Figure 1. The metal 3 layer.
Drawn at 2 px/um. Cells faint in the background.
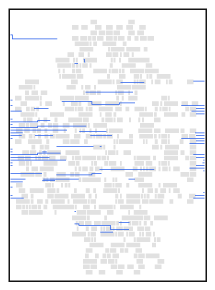
Figure 2. Floorplan with the power grid.
Drawn at 3 px/um. Pins as bars on the die edge. Tap cells in grey.
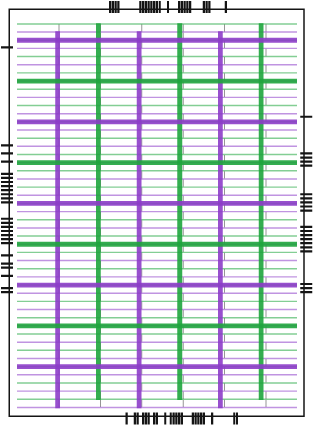
Figure 3. Clock routing.
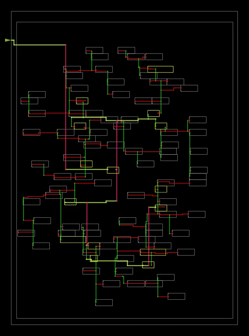
Figure 4. M2 wires.
Drawn at 2 px/um.
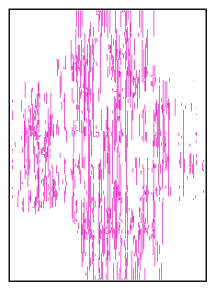
Figure 5. Wiring by layer.
Drawn at 3 px/um.
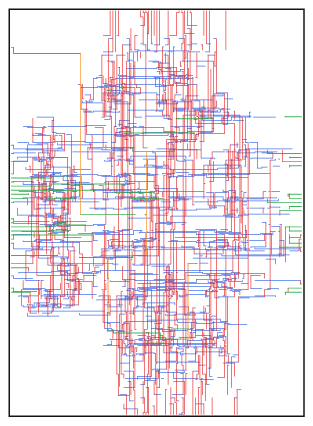
==> src/rtl/pipe_stage_reg.sv <==
// Valid/ready pipeline stage: either a two-entry skid buffer with registered in_ready,
// or a single register with combinational in_ready. Counts entries discarded by flush.
module pipe_stage_reg #(
  parameter int DATA_W = 32,
  parameter int SKID   = 1
) (
  input  logic              clk,
  input  logic              reset,
  input  logic              flush,
  input  logic              in_valid,
  output logic              in_ready,
  input  logic [DATA_W-1:0] in_data,
  output logic              out_valid,
  input  logic              out_ready,
  output logic [DATA_W-1:0] out_data,
  output logic [1:0]        occupancy,
  output logic [15:0]       flush_drops
);

  logic [DATA_W-1:0] m_data_p0;
  logic              m_vld_p0;
  logic              s_vld_p1;
  logic              in_fire;
  logic              out_fire;
  logic [1:0]        drops;

  function automatic logic [15:0] sat_add16(input logic [15:0] acc, input logic [1:0] inc);
    logic [16:0] sum;
    sum = {1'b0, acc} + {15'd0, inc};
    return sum[16] ? 16'hFFFF : sum[15:0];
  endfunction

  assign in_fire   = in_valid & in_ready;
  assign out_fire  = out_valid & out_ready;
  assign out_valid = m_vld_p0;
  assign out_data  = m_vld_p0 ? m_data_p0 : '0;
  assign occupancy = {1'b0, m_vld_p0} + {1'b0, s_vld_p1};
  // An entry handed downstream in the flush cycle is delivered, not dropped.
  assign drops     = {1'b0, m_vld_p0 & ~out_fire} + {1'b0, s_vld_p1};

  generate
    if (SKID != 0) begin : g_skid
      logic [DATA_W-1:0] s_data_p1;
      logic              s_vld_q;

      assign in_ready = ~s_vld_q & ~flush;
      assign s_vld_p1 = s_vld_q;

      // Stage p0 is the presented slot; p1 is the skid slot behind it.
      always_ff @(posedge clk) begin
        if (reset) begin
          m_vld_p0  <= 1'b0;
          s_vld_q   <= 1'b0;
          m_data_p0 <= '0;
          s_data_p1 <= '0;
        end else if (flush) begin
          m_vld_p0 <= 1'b0;
          s_vld_q  <= 1'b0;
        end else if (!m_vld_p0) begin
          if (in_fire) begin
            m_vld_p0  <= 1'b1;
            m_data_p0 <= in_data;
          end
        end else if (out_fire) begin
          if (s_vld_q) begin
            m_data_p0 <= s_data_p1;
            s_vld_q   <= 1'b0;
          end else if (in_fire) begin
            m_data_p0 <= in_data;
          end else begin
            m_vld_p0 <= 1'b0;
          end
        end else if (in_fire) begin
          s_vld_q   <= 1'b1;
          s_data_p1 <= in_data;
        end
      end
    end else begin : g_single
      assign in_ready = (~m_vld_p0 | out_ready) & ~flush;
      assign s_vld_p1 = 1'b0;

      // Stage p0 only: the presented slot, refilled in the same cycle it drains.
      always_ff @(posedge clk) begin
        if (reset) begin
          m_vld_p0  <= 1'b0;
          m_data_p0 <= '0;
        end else if (flush) begin
          m_vld_p0 <= 1'b0;
        end else if (in_fire) begin
          m_vld_p0  <= 1'b1;
          m_data_p0 <= in_data;
        end else if (out_fire) begin
          m_vld_p0 <= 1'b0;
        end
      end
    end
  endgenerate

  always_ff @(posedge clk) begin
    if (reset) begin
      flush_drops <= '0;
    end else if (flush) begin
      flush_drops <= sat_add16(flush_drops, drops);
    end
  end

endmodule

==> config.mk <==
export PLATFORM = sky130hd
export DESIGN_NAME = pipe_stage_reg
export DESIGN_NICKNAME = d
export VERILOG_FILES = /design/src/rtl/pipe_stage_reg.sv
export SDC_FILE = /design/constraint.sdc
export NUM_CORES = 1
export LEC_CHECK = 0
export ABC_CLOCK_PERIOD_IN_PS = 6300
export CORE_ASPECT_RATIO = 1.4
export CORE_MARGIN = 2
export CORE_UTILIZATION = 30
export CTS_BUF_LIST = sky130_fd_sc_hd__clkbuf_8
export DETAILED_ROUTE_END_ITERATION = 12
export GPL_TIMING_DRIVEN = 0
export SYNTH_ARGS = -nofsm -noshare
export SYNTH_HDL_FRONTEND = slang
export SYNTH_SLANG_ARGS = --single-unit
==> constraint.sdc <==
create_clock -name clk -period 6.3 [get_ports clk]
set_clock_uncertainty 0.1 [all_clocks]
set_input_delay 0.945 -clock clk [delete_from_list [all_inputs] [get_ports clk]]
set_output_delay 0.945 -clock clk [all_outputs]
set_load 0.05 [all_outputs]
==> Implementation_results.wiki <==
== Run summary ==
{| class="wikitable"
! Metric !! Value
|-
| Outcome || complete, no violations
|-
| YS chip area || 0.00369 mm^2
|-
| Die width || a little under 100 um
|-
| Crit-path leading delay family || buffers and inverters
|-
| Cell repeated most along the worst path || sky130_fd_sc_hd__clkbuf_1
|-
| Total of buffers placed on input and output ports || 87
|-
| Required time reported for the critical path endpoint || 5250 ps
|-
| Static leakage power || 1.75 nW
|-
| Number of vias per cell after detailed routing || 4.88
|-
| Critical Path End Type || output port
|-
| Final tally of setup violations || 0
|-
| Floorplan Utilization || 30.9%
|-
| Overflow left after global routing || 0
|-
| Headroom to the max-slew limit || 61.9%
|-
| Achievable Freq || 0.263 GHz
|-
| Post-synthesis sequential area ratio || 44.5%
|-
| Total inserted antenna cells || 0
|-
| Post-CTS Hold Fix Bufs || 0
|-
| Pin count of the biggest net entering global routing || 14
|-
| Reg clk slew, reported paths || roughly 90 ps
|-
| Most common cell in the netlist || sky130_fd_sc_hd__dfxtp_1
|-
| Worst-case clock buffer depth || 2
|-
| Final critical-path required period || 3800 ps
|-
| Warning total across the stage logs || 26
|-
| TritonCTS clock tree || built
|-
| Cell Area, Synth || 0.00369 mm^2
|-
| Post-synthesis cell count from yosys || 421
|-
| Area Growth Syn to Fin || 35.4%
|-
| Endpoints failing hold || 0
|-
| RSZ-0062 raised after global routing || no
|-
| Synth Net Count || 461
|-
| Slowest library cell on the worst path || sky130_fd_sc_hd__clkdlybuf4s50_1
|-
| Global-route wire length before repair || between 15000 and 20000 um
|-
| Clock root buffer || sky130_fd_sc_hd__clkbuf_8
|-
| Die ar. || 0.0132 mm^2
|-
| Avg Cell Area, Syn || 8.76 um^2
|-
| Number of nets in the layout || 559
|-
| Number of slew-limit violations in the final report || 0
|-
| Commonest flop || sky130_fd_sc_hd__dfxtp_1
|-
| Row Count || 47
|-
| Syn. warnings || 0
|-
| Count of library flops with an enable pin || 0
|-
| Number of buffers added for setup after CTS || 0
|-
| Seq. cell area || 0.00164 mm^2
|-
| DRC violations left || 0
|-
| Flops after synth || 82
|-
| Number of gates resized after CTS || 0
|-
| Delay contributed by the slowest stage of the critical path || roughly 830 ps
|-
| Routability congestion estimate || 0.821
|-
| Async set-or-reset flop fraction in the synthesized netlist || 0%
|-
| TNS Setup || 0 ps
|-
| Top-area cell share || between 40 and 50%
|-
| Leading cell types by total area after synthesis || sky130_fd_sc_hd__dfxtp_1 45%, sky130_fd_sc_hd__mux2i_1 9.5%, sky130_fd_sc_hd__a311oi_1 7.4%, sky130_fd_sc_hd__nor2_1 7.2%, sky130_fd_sc_hd__and2_1 5.4%
|-
| Crit path launch type || flop
|-
| Count of pins on the block boundary || a little under 90
|-
| Distinct cell type count after synthesis || 34
|-
| Most used standard cells in the synthesized netlist || 82 x sky130_fd_sc_hd__dfxtp_1, 71 x sky130_fd_sc_hd__nor2_1, 36 x sky130_fd_sc_hd__nand2_1, 36 x sky130_fd_sc_hd__nand3_1, 35 x sky130_fd_sc_hd__mux2i_1
|-
| Maximum fanout encountered on the critical timing path || 10
|-
| Antenna Nets Post-Route || 0
|-
| Core Util, Final || 41.8%
|-
| Critical path class || flop to output port
|-
| Worst EP arrival || 2750 ps
|}
Back to the opening pictures, Figure 1:
The longest straight run is 27.8 um. The layer holds 5.8% of the routed length. The layer carries 588 um of wire.
final wirelength: 10200 um
Via Count: 3271

Back to the opening pictures, Figure 2:
Key: green = VDD; purple = VSS
6 straps on met4. 48 met1 rails follow the rows. 147 tap cells. 9 straps on met5.
Die Y: 135 um
Core ar.: 0.0119 mm^2

Back to the opening pictures, Figure 3:
power in the clock group: 0.000474 W
number of buffers created by CTS: 9
Num Clock Sinks: 82
Skew-Pair Late Insertion Delay: 360 ps

Back to the opening pictures, Figure 4:
The longest straight run is 78.2 um. 458 nets have wire on it. The layer carries 5190 um of wire. The layer holds 51% of the routed length. The wires run mostly vertical.
GR met2 Demand/Resource: 28.2%

Back to the opening pictures, Figure 5:
Key: red = M2 [wire length 5190 um]; green = M3 [wire length 588 um]; blue = M1 [wire length 4270 um]; orange = M4 [wire length 132 um]
GRT Total Usage: 15.6%
Avg WL per Cell: 15.2 um

==> worst register-to-register path, stage by stage, from the launching register on <==
cell,delay [ps]
sky130_fd_sc_hd__dfxtp_1,400
sky130_fd_sc_hd__buf_4,190
sky130_fd_sc_hd__nand2b_1,120
sky130_fd_sc_hd__fa_1,390
sky130_fd_sc_hd__inv_1,70
sky130_fd_sc_hd__ha_1,190
sky130_fd_sc_hd__nand3_1,190
sky130_fd_sc_hd__nor3_1,480
sky130_fd_sc_hd__nand2_2,260
sky130_fd_sc_hd__a21oi_1,190
==> logic make-up (layout without fill, tap and decap cells) <==
family	Yosys count	count (layout)	synth area share (%)
AND/OR/NAND/NOR	199	199	25.5
flip-flops	82	82	44.5
AND-OR/OR-AND	56	56	12.0
buffers and inverters	39	141	5.53
multiplexers	35	35	9.50
XOR/XNOR	7	7	1.66
adder cells (fa/ha/maj)	3	3	1.22
==> metrics by stage <==
stage	setup slack, ps	instances	hold slack (ps)	total power [W]	instance area (um^2)
2_1_floorplan	3440	421	346	0.000624	3690
3_3_place_gp	2540	655	373	0.000677	4740
3_5_place_dp	2600	655	381	0.000679	4740
4_1_cts	2480	670	399	0.00115	4990
5_1_grt	2260	670	411	0.00118	4990
6_report	2500	670	393	0.00114	4990
==> final cells by class <==
cell class	count	area share [%]
Clock inverter	4	1.98
Multi-Input combinational cell	300	36.9
Sequential cell	82	32.9
Buffer	34	3.71
Inverter	5	0.376
Timing Repair Buffer	87	17.4
Tap cell	147	3.68
Clock buffer	11	3.03
==> metal layers <==
layer | wire, um | vias to the layer above | GRT usage [%]
met2 | 5190 | 85 | 28.2
met5 | 0 | - | 0
li1 | - | 1663 | -
met1 | 4270 | 1514 | 18.0
met3 | 587 | 9 | 4.08
met4 | 131 | 0 | 5.09
==> where the power goes <==
group / switching (W) / internal [W]
registers: 0.00000832 / 0.000535
logic: 0.0000700 / 0.0000520
clock network: 0.000190 / 0.000284
total: 0.000269 / 0.000870
==> worst paths after layout <==
kind	from	to	slack (ps)	cells after the start
max	out_valid	out_data[30]	2500	5
max reg2reg	out_valid	flush_drops[11]	3650	9
min	m_data_p0[12]	m_data_p0[12]	390	2
min reg2reg	m_data_p0[12]	m_data_p0[12]	390	2
==> registers in the layout, indices dropped and copies added (netlist names) <==
name,count
flush_drops,16
g_skid.s_data_p1,32
g_skid.s_vld_q,1
m_data_p0,32
out_valid,1
==> placed cells by master (no fill, tap or decap), drive strengths merged <==
master,Yosys,final
and3b,1,1
nand3,36,36
a21o,3,3
o21ai,2,2
dfxtp,82,82
inv,5,5
a211oi,3,3
nand4,6,6
clkbuf,22,33
xor2,2,2
clkinv,0,1
a2111oi,1,1
clkdlybuf4s50,0,87
mux2i,35,35
a31oi,2,2
fa,1,1
o211a,1,1
nor3,5,5
nand2,38,38
bufinv,0,3
a21oi,12,12
nand2b,4,4
nand4b,1,1
nor4,4,4
nor2,71,71
a311oi,31,31
ha,2,2
xnor2,5,5
a221oi,1,1
buf,12,12
or2,1,1
and2,32,32
Power figures rest on the tool's default switching activity, not on a simulated workload.
